`config.mk`:
```
export PLATFORM = sky130hd
export DESIGN_NAME = mat_mult_stream
export DESIGN_NICKNAME = d
export VERILOG_FILES = /design/src/rtl/mat_mult_stream.sv
export SDC_FILE = /design/constraint.sdc
export NUM_CORES = 1
export LEC_CHECK = 0
export CORE_MARGIN = 2
export CORE_UTILIZATION = 56
export DETAILED_ROUTE_END_ITERATION = 7
export GPL_ROUTABILITY_DRIVEN = 0
export GPL_TIMING_DRIVEN = 0
export PLACE_DENSITY = 0.78
export RECOVER_POWER = 25
export SLEW_MARGIN = 5
export SYNTH_ARGS = -nofsm -noshare
export SYNTH_HDL_FRONTEND = slang
export SYNTH_SLANG_ARGS = --single-unit
```
`constraint.sdc`:
```
create_clock -name clk -period 6.4 [get_ports clk]
set_input_delay 0.64 -clock clk [delete_from_list [all_inputs] [get_ports clk]]
set_output_delay 0.64 -clock clk [all_outputs]
set_load 0.02 [all_outputs]
```
`src/rtl/mat_mult_stream.sv`:
```
// Streaming matrix multiplier C[MxN] = A[MxK] * B[KxN], element-serial in and out.
// Define MAT_MULT_SIGNED_EN for two's complement operands and results.
module mat_mult_stream #(
    parameter  int M      = 3,
    parameter  int K      = 3,
    parameter  int N      = 3,
    parameter  int DATA_W = 4,
    localparam int OUT_W  = 2*DATA_W + $clog2(K) + 1
) (
    input  logic              clk,
    input  logic              rst,
    input  logic [DATA_W-1:0] in_data,
    input  logic              in_valid,
    output logic              in_ready,
    output logic [OUT_W-1:0]  out_data,
    output logic              out_valid,
    input  logic              out_ready,
    output logic              out_row_last,
    output logic              out_last,
    output logic              busy
);

    localparam int A_EL  = M*K;
    localparam int B_EL  = K*N;
    localparam int MAXE  = (A_EL > B_EL) ? A_EL : B_EL;
    localparam int CNT_W = (MAXE > 1) ? $clog2(MAXE) : 1;
    localparam int A_IW  = (A_EL > 1) ? $clog2(A_EL) : 1;
    localparam int B_IW  = (B_EL > 1) ? $clog2(B_EL) : 1;
    localparam int ROW_W = (M > 1) ? $clog2(M) : 1;
    localparam int K_W   = (K > 1) ? $clog2(K) : 1;
    localparam int J_W   = (N > 1) ? $clog2(N) : 1;
    localparam int P_W   = 2*DATA_W;

    localparam logic [CNT_W-1:0] A_LAST   = CNT_W'(A_EL - 1);
    localparam logic [CNT_W-1:0] B_LAST   = CNT_W'(B_EL - 1);
    localparam logic [ROW_W-1:0] ROW_LAST = ROW_W'(M - 1);
    localparam logic [K_W-1:0]   K_LAST   = K_W'(K - 1);
    localparam logic [J_W-1:0]   J_LAST   = J_W'(N - 1);

    typedef enum logic [1:0] {LOAD_A, LOAD_B, COMPUTE, OUTPUT} state_t;

    state_t            r_state;
    state_t            w_next_state;
    logic [CNT_W-1:0]  r_cnt;
    logic [ROW_W-1:0]  r_row;
    logic [K_W-1:0]    r_k;
    logic [J_W-1:0]    r_j;
    logic              r_in_ready;
    logic [DATA_W-1:0] r_a   [A_EL];
    logic [DATA_W-1:0] r_b   [B_EL];
    logic [OUT_W-1:0]  r_acc [N];

    logic              w_in_fire;
    logic              w_out_fire;
    logic [A_IW-1:0]   w_a_idx;
    logic [B_IW-1:0]   w_b_idx [N];
    logic [P_W-1:0]    w_mul   [N];
    logic [OUT_W-1:0]  w_prod  [N];

    assign w_in_fire    = in_valid && r_in_ready;
    assign w_out_fire   = out_valid && out_ready;
    assign in_ready     = r_in_ready;
    assign out_valid    = (r_state == OUTPUT);
    assign out_data     = out_valid ? r_acc[r_j] : '0;
    assign out_row_last = out_valid && (r_j == J_LAST);
    assign out_last     = out_valid && (r_j == J_LAST) && (r_row == ROW_LAST);
    assign busy         = (r_state != LOAD_A) || (r_cnt != '0);

    always_ff @(posedge clk) begin
        if (rst) begin
            r_state <= LOAD_A;
        end else begin
            r_state <= w_next_state;
        end
    end

    always_comb begin
        w_next_state = r_state;
        case (r_state)
            LOAD_A:  if (w_in_fire && r_cnt == A_LAST) w_next_state = LOAD_B;
            LOAD_B:  if (w_in_fire && r_cnt == B_LAST) w_next_state = COMPUTE;
            COMPUTE: if (r_k == K_LAST) w_next_state = OUTPUT;
            OUTPUT: begin
                if (w_out_fire && r_j == J_LAST) begin
                    w_next_state = (r_row == ROW_LAST) ? LOAD_A : COMPUTE;
                end
            end
            default: w_next_state = LOAD_A;
        endcase
    end

    // Counters; in_ready is registered from the next state so it drops right after the last B beat.
    always_ff @(posedge clk) begin
        if (rst) begin
            r_cnt      <= '0;
            r_row      <= '0;
            r_k        <= '0;
            r_j        <= '0;
            r_in_ready <= 1'b0;
        end else begin
            r_in_ready <= (w_next_state == LOAD_A) || (w_next_state == LOAD_B);
            case (r_state)
                LOAD_A: if (w_in_fire) r_cnt <= (r_cnt == A_LAST) ? '0 : r_cnt + 1'b1;
                LOAD_B: if (w_in_fire) r_cnt <= (r_cnt == B_LAST) ? '0 : r_cnt + 1'b1;
                COMPUTE: r_k <= (r_k == K_LAST) ? '0 : r_k + 1'b1;
                OUTPUT: begin
                    if (w_out_fire) begin
                        r_j <= (r_j == J_LAST) ? '0 : r_j + 1'b1;
                        if (r_j == J_LAST) r_row <= (r_row == ROW_LAST) ? '0 : r_row + 1'b1;
                    end
                end
                default: ;
            endcase
        end
    end

    // Operand storage is deliberately left out of reset.
    always_ff @(posedge clk) begin
        if (r_state == LOAD_A && w_in_fire) r_a[A_IW'(r_cnt)] <= in_data;
        if (r_state == LOAD_B && w_in_fire) r_b[B_IW'(r_cnt)] <= in_data;
    end

    always_comb begin
        w_a_idx = A_IW'(int'(r_row) * K + int'(r_k));
        for (int j = 0; j < N; j++) begin
            w_b_idx[j] = B_IW'(int'(r_k) * N + j);
`ifdef MAT_MULT_SIGNED_EN
            w_mul[j]  = P_W'($signed(r_a[w_a_idx])) * P_W'($signed(r_b[w_b_idx[j]]));
            w_prod[j] = OUT_W'($signed(w_mul[j]));
`else
            w_mul[j]  = P_W'(r_a[w_a_idx]) * P_W'(r_b[w_b_idx[j]]);
            w_prod[j] = OUT_W'(w_mul[j]);
`endif
        end
    end

    // The first k step overwrites the accumulators, which clears them on entry to each row.
    always_ff @(posedge clk) begin
        if (!rst && r_state == COMPUTE) begin
            for (int j = 0; j < N; j++) begin
                r_acc[j] <= ((r_k == '0) ? '0 : r_acc[j]) + w_prod[j];
            end
        end
    end

endmodule

```
==> results.json <==
{
  "lay_top_cells": "105 x edfxtp_1, 90 x nor2_1, 69 x ha_1, 60 x inv_1, 56 x mux2i_1",
  "power.group.top": "clock",
  "ys.flop_type": "edfxtp_1",
  "worstPathRequired_ps": 6570,
  "clock-sinks": 120,
  "synth_area_per_cell_um2": 11.2,
  "cp_top_family": "adder cells",
  "finalCriticalPeriod_ps": 6190,
  "critPathMaxStageDelay_ps": 540,
  "dieArea_um2": 15200,
  "worstHoldPathType": "reg -> reg",
  "drive_above_1_share_pct": 10.6,
  "synth_area_um2": 7950,
  "power_density_nw_per_um2": 215,
  "synth.area.top_cells": "edfxtp_1 40%, ha_1 11%, fa_1 7.3%",
  "post-dp-hpwl_um": 12900,
  "crit_chain": "inv_1, fa_1, inv_1, ha_1, inv_1, fa_2, and2_1, a22oi_1, a31oi_2, or2_2, fa_1, fa_1, fa_1, inv_1, ha_1, nand3_1, o211ai_1, nand3_1, o21ai_2, mux2_2",
  "grt_pass1_wl_um": 28300,
  "power_frac_seq_pct": 43.6,
  "setup-tns-final_ps": 0,
  "overflow": 0,
  "p_leak_uw": 0.00350,
  "top_area_cell": "edfxtp_1",
  "path_buffers": 4,
  "timing.final.max_slew_violations": 0,
  "final_area_um2": 9110,
  "min_period_over_period_pct": 96.7,
  "final.setup_skew_ps": 6.03,
  "openroad.warnings": 37,
  "yosys_area_um2": 7950,
  "criticalPathCategory": "reg -> reg",
  "p_comb_uw": 103,
  "outcome": "finished, final reports clean",
  "comb_power_share_pct": 5.3,
  "dpl_cell_area_um2": 8440,
  "ctsResizeCount": 4,
  "worstPathArrival_ps": 6360,
  "synthDistinctLibCells": 49,
  "final_nets": 859,
  "track_usage_pct": 24.8,
  "slowest_stage": "fa_1",
  "hold_violations": 0,
  "ys_seq_share_pct": 43.5,
  "numCtsBuffers": 17,
  "clock_latency_ps": 420,
  "synthTopCellsByCount": "105 x edfxtp_1, 91 x nor2_1, 69 x ha_1, 60 x inv_1, 56 x mux2i_1",
  "fp_util_pct": 57.2,
  "antenna_found_initial": 0,
  "setup_violations": 0,
  "p_sw_share_pct": 22.8,
  "ir_drop_mv": 0.275,
  "edf_count": 105,
  "ys_cells": 709,
  "start_kind": "flop",
  "grt_pass1_vias": 5699,
  "fp_nets": 815,
  "netSwitchingPower_uw": 447,
  "dr.first_iter.drc_count": 416,
  "die_h_um": 123,
  "drc": 0,
  "clock_power_uw": 1000,
  "synth_top_area_share_pct": 39.7,
  "tritoncts": "built",
  "yosysWarnings": 0
}
through the flow:
stage,std cells,setup slack (ps),utilization [%],power (µW)
floorplan,709,837,-,940
global placement,912,7.61,60.5,968
detailed placement,913,-128,60.8,974
CTS,945,5.43,65.3,1970
global route,946,-15.8,65.6,2020
finish,946,214,65.6,1960
layer usage:
| layer | wire, µm | up-vias | global-route usage, % |
|---|---|---|---|
| li1 | - | 2575 | - |
| met1 | 7600 | 2767 | 32.6 |
| met2 | 8440 | 185 | 40.5 |
| met3 | 1230 | 34 | 5.67 |
| met4 | 445 | 0 | 8.81 |
| met5 | 0 | - | 0 |
cell families after synthesis:
kind of cell / after synthesis / share of synthesized area (%)
fa+ha+maj: 98 / 18.2
flops: 120 / 43.5
simple gates: 227 / 14.1
buf+inv: 83 / 4.71
mux: 66 / 9.60
compound gates: 90 / 7.20
xor+xnor: 25 / 2.76
area by class of cell:
cell class	count	area [µm²]
Fill cell	1031	4770
Sequential cell	120	3450
Inverter	60	225
Tap cell	180	225
Clock buffer	17	425
Clock inverter	15	188
Multi-Input combinational cell	506	4170
Buffer	23	154
Timing Repair Buffer	25	265
path summary, 6_finish.rpt:
path / slack, ps / startpoint / depth (start not counted) / end
setup / recovery: 210 / r_row[0]$_SDFFE_PP0P_ / 20 / r_acc[1][10]$_DFFE_PP_
hold / removal: 520 / r_row[1]$_SDFFE_PP0P_ / 2 / r_row[1]$_SDFFE_PP0P_
setup reg to reg: 210 / r_row[0]$_SDFFE_PP0P_ / 20 / r_acc[1][10]$_DFFE_PP_
hold reg to reg: 520 / r_row[1]$_SDFFE_PP0P_ / 2 / r_row[1]$_SDFFE_PP0P_
state kept, by name, indices dropped and copies added (netlist names), named ones only:
register  flops
in_ready      1
r_a          36
r_acc        33
r_b          36
r_cnt         4
r_j           2
r_k           2
r_row         2
r_state       2
### M2 wires

Scale bar: 20 µm.
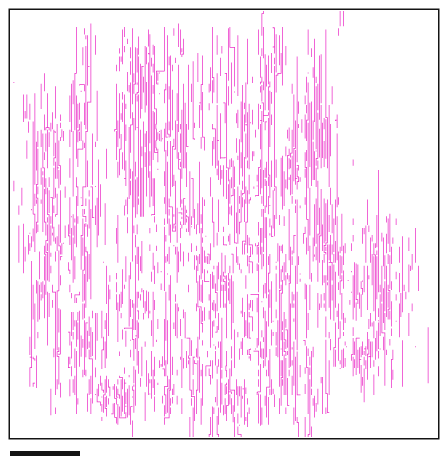
- share of all routed wire: 48%
- longest straight run: 35.0 µm
- wire length on this layer: 8,440 µm
- nets with wire on the layer: 766
Via Count: 5,561
met2 GRT Util: 40.5%
final wirelength: 17,700 µm

### Nets reached from selected ports

Scale bar: 20 µm.
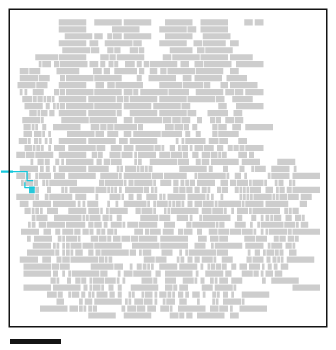
- out_last: cyan (direction output; end cells 1; wire 17.8 µm)
# IOs: 24
IO Port Bufs: 23

### Sequential cells coloured by netlist name

Other sequential cells in the stronger grey, the rest of the logic in the fainter grey.
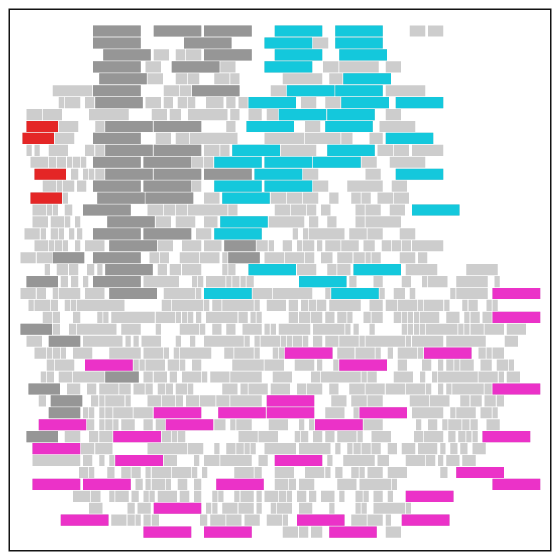
- r_acc: magenta (sequential cells 33)
- r_cnt: red (sequential cells 4; where upper left)
- r_b: cyan (sequential cells 36)
- not coloured: 47
Register Area: 3450 µm²
final core utilization: 65.6%
Seq/total area: 37.9%
Seq power: 855 µW

### Placement view

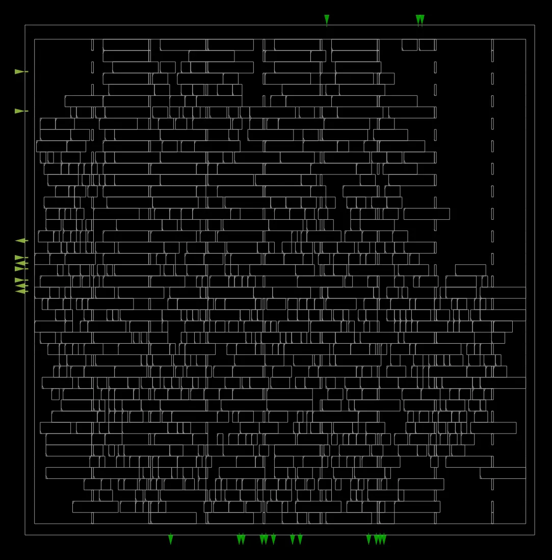
flop count: 120
num tapcells: 180
Site Rows: 43
Filler Cell Count: 1,031
core area: 13,900 µm²

Power is estimated from default activity; no workload was simulated.
